**src/rtl/fsm_vend_refund.sv**
```systemverilog
// Coin-operated vending controller with change and cancel refund.
// Credit accumulates to PRICE_HALVES, then dispenses and pays change back as serial coin pulses.
module fsm_vend_refund #(
   parameter int PRICE_HALVES = 3,
   parameter int CNT_W        = 4
) (
   input  logic             sys_clk,
   input  logic             sys_rst,
   input  logic             pi_money_half,
   input  logic             pi_money_one,
   input  logic             pi_cancel,
   output logic             po_cola,
   output logic             po_money_one,
   output logic             po_money_half,
   output logic             po_reject,
   output logic [CNT_W-1:0] po_credit
);

   typedef enum logic {
      ACCUM  = 1'b0,
      REFUND = 1'b1
   } state_t;

   localparam logic [CNT_W:0] PRICE = (CNT_W+1)'(PRICE_HALVES);

   state_t           state_q, state_d;
   logic [CNT_W-1:0] credit_q, credit_d;
   logic [CNT_W-1:0] change_q, change_d;
   logic             cola_d, one_d, half_d, reject_d;
   logic             coin_any, coin_bad;
   logic [CNT_W:0]   coin_val;
   logic [CNT_W:0]   sum;

   assign coin_any = pi_money_half | pi_money_one;
   assign coin_bad = pi_money_half & pi_money_one;
   assign coin_val = pi_money_one  ? (CNT_W+1)'(2) :
                     pi_money_half ? (CNT_W+1)'(1) : '0;
   // One extra bit so the completing coin can never wrap past the price.
   assign sum      = {1'b0, credit_q} + coin_val;

   always_comb begin
      // NOTE: every signal gets a default first so no path leaves one unassigned (no latches).
      state_d  = state_q;
      credit_d = credit_q;
      change_d = change_q;
      cola_d   = 1'b0;
      one_d    = 1'b0;
      half_d   = 1'b0;
      reject_d = 1'b0;

      case (state_q)
         ACCUM: begin
            if (pi_cancel) begin
               reject_d = coin_any;
               if (credit_q != '0) begin
                  change_d = credit_q;
                  credit_d = '0;
                  state_d  = REFUND;
               end
            end else if (coin_bad) begin
               reject_d = 1'b1;
            end else if (coin_any) begin
               if (sum >= PRICE) begin
                  cola_d   = 1'b1;
                  credit_d = '0;
                  change_d = CNT_W'(sum - PRICE);
                  state_d  = (sum == PRICE) ? ACCUM : REFUND;
               end else begin
                  credit_d = sum[CNT_W-1:0];
               end
            end
         end

         REFUND: begin
            reject_d = coin_any;
            // Largest coin first; leave on the edge that pays the last one.
            if (change_q >= CNT_W'(2)) begin
               one_d    = 1'b1;
               change_d = change_q - CNT_W'(2);
            end else begin
               half_d   = (change_q == CNT_W'(1));
               change_d = '0;
            end
            state_d = (change_q <= CNT_W'(2)) ? ACCUM : REFUND;
         end

         default: begin
            state_d  = ACCUM;
            change_d = '0;
         end
      endcase
   end

   // NOTE: reset is sampled synchronously and clears pending change, abandoning any refund.
   always_ff @(posedge sys_clk) begin
      if (sys_rst) begin
         state_q       <= ACCUM;
         credit_q      <= '0;
         change_q      <= '0;
         po_cola       <= 1'b0;
         po_money_one  <= 1'b0;
         po_money_half <= 1'b0;
         po_reject     <= 1'b0;
      end else begin
         // NOTE: non-blocking assignments so every register samples pre-edge values.
         state_q       <= state_d;
         credit_q      <= credit_d;
         change_q      <= change_d;
         po_cola       <= cola_d;
         po_money_one  <= one_d;
         po_money_half <= half_d;
         po_reject     <= reject_d;
      end
   end

   assign po_credit = credit_q;

endmodule

```
**config.mk**
```make
export PLATFORM = sky130hd
export DESIGN_NAME = fsm_vend_refund
export DESIGN_NICKNAME = d
export VERILOG_FILES = /design/src/rtl/fsm_vend_refund.sv
export SDC_FILE = /design/constraint.sdc
export NUM_CORES = 1
export LEC_CHECK = 0
export CAP_MARGIN = 20
export CORE_MARGIN = 3
export CORE_UTILIZATION = 50
export CTS_CLUSTER_SIZE = 40
export DETAILED_ROUTE_END_ITERATION = 8
export HOLD_SLACK_MARGIN = 0.1
export MAX_ROUTING_LAYER = met4
export PLACE_DENSITY = 0.81
export SLEW_MARGIN = 20
export SYNTH_ARGS = -nofsm -noshare
export SYNTH_HDL_FRONTEND = slang
export SYNTH_SLANG_ARGS = --single-unit
```
**constraint.sdc**
```tcl
create_clock -name sys_clk -period 3.5 [get_ports sys_clk]
set_input_delay 0.7 -clock sys_clk [delete_from_list [all_inputs] [get_ports sys_clk]]
set_output_delay 0.7 -clock sys_clk [all_outputs]
set_load 0.1 [all_outputs]
```
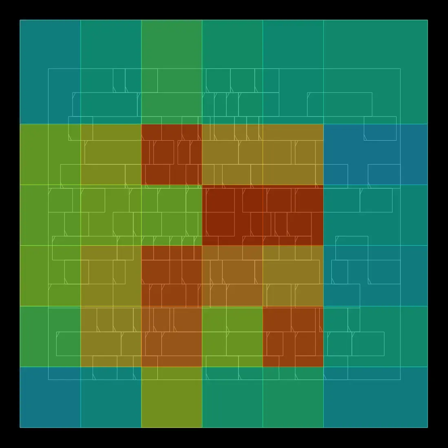
Figure 1: track usage over the die.
Tot GR Track Use: 20.36%
met3 Use GR: 7.031%
Most Crowded Layer GR: met2
Routed WL per cell: 14.75 um
global routing usage on met2: 30.49%

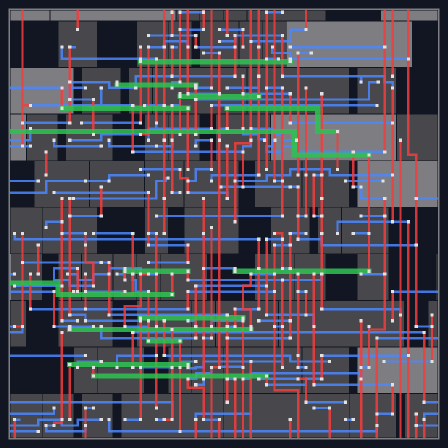
Figure 2: a small window of the routed layout.
Window x 11 to 36, y 11 to 36 um. Cells in gray, sequential cells in the stronger gray; small squares are vias.
Key: blue = met1; red = met2; green = met3
Most frequent: nor2_1 (8), a21oi_1 (5), dfxtp_1 (5). Sequential cells in the window: 5. Netlist names of flops here include change_q (3). 63 logic cells have their middle in the window.

==> impl_metrics.env <==
# flow metrics
export IMPL_status="finished, final reports clean"
export IMPL_synth_warnings=0
export IMPL_path_common_cell="ha_1"
export IMPL_synth_cell_type_count=38
export IMPL_taps=15
export IMPL_final_cell_mix="dfxtp_1 (13), nor2_1 (11), a21oi_1 (9)"
export IMPL_logic_family="AND-OR/OR-AND gates"
export IMPL_antenna_cells=0
export IMPL_clock_power_share_pct=26.8
export IMPL_synth_nets=101
export IMPL_critical_path_class="input pin to register"
export IMPL_viasPerCell=6.140
export IMPL_hold_viol=0
export IMPL_warnings=26
export IMPL_use_met1_pct=24.59
export IMPL_p_switching_uw=115.5
export IMPL_xor_share_pct=4.308
export IMPL_cts_max_path_buffers=2
export IMPL_r2r_start="po_credit[0]$_SDFFE_PP0P_"
export IMPL_fmax_mhz=309.5
export IMPL_dieHeight_um=46.33
export IMPL_ys_seq_elements=13
export IMPL_fin_crit_ps=3231
export IMPL_nonClkBufAreaFrac_pct=14.53
export IMPL_syn_area_um2=813.3
export IMPL_peakVddDrop_mv=0.2930
export IMPL_seqPwrFrac_pct=46.4
export IMPL_gr_total_overflow=0
export IMPL_slew_violations=0
export IMPL_dp_slack_ps=4.819
export IMPL_place_inst=117
export IMPL_hold_buffers=0
export IMPL_layout_top_cell="dfxtp_1"
export IMPL_cts_root_buf="clkbuf_4"
export IMPL_p_leak_uw=0.0004061
export IMPL_rr_worst_depth=8
export IMPL_p_clk_uw=93.9
export IMPL_synth_seq_share_pct=32.00
export IMPL_fin_worst_hold_slack_ps=525.5
export IMPL_grt_pass1_vias=649
export IMPL_slew_headroom_pct=35.86
export IMPL_power_density_nw_per_um2=362.6
export IMPL_final_core_util_pct=68.17
export IMPL_ys_sh_aoi_pct=24.92
export IMPL_nFillCells=112
export IMPL_regArea_um2=260.3
export IMPL_tns_ps=0
export IMPL_numCtsBuffers=3
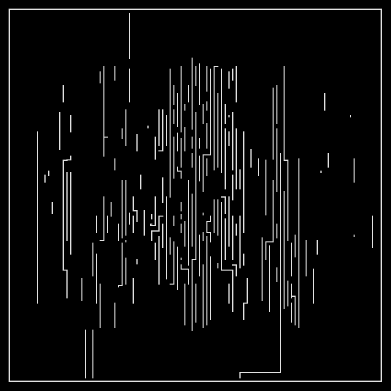
Figure 3: met2 routing.
Scale: 8 px per um.
The layer holds 45% of the routed length. The longest straight run is 27.4 um. 97 nets have wire on it. The wires run mostly vertical. The layer carries 800 um of wire.
DR vias: 743
WL final: 1785 um

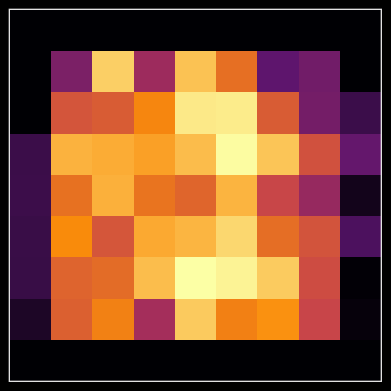
Figure 4: placement density heat map.
Scale: 8 px per um. 9 x 9 tiles, from black (low) to pale yellow (high), 0 to 100% covered.
28% of the tiles are nearly empty. The densest ninth of the die: middle. The fullest tile reaches 100%. 26% of the tiles are over 75% full. The emptiest ninth of the die: top right. The mean over all tiles is 44%.
fp util: 57.47%
core area: 1415 um2

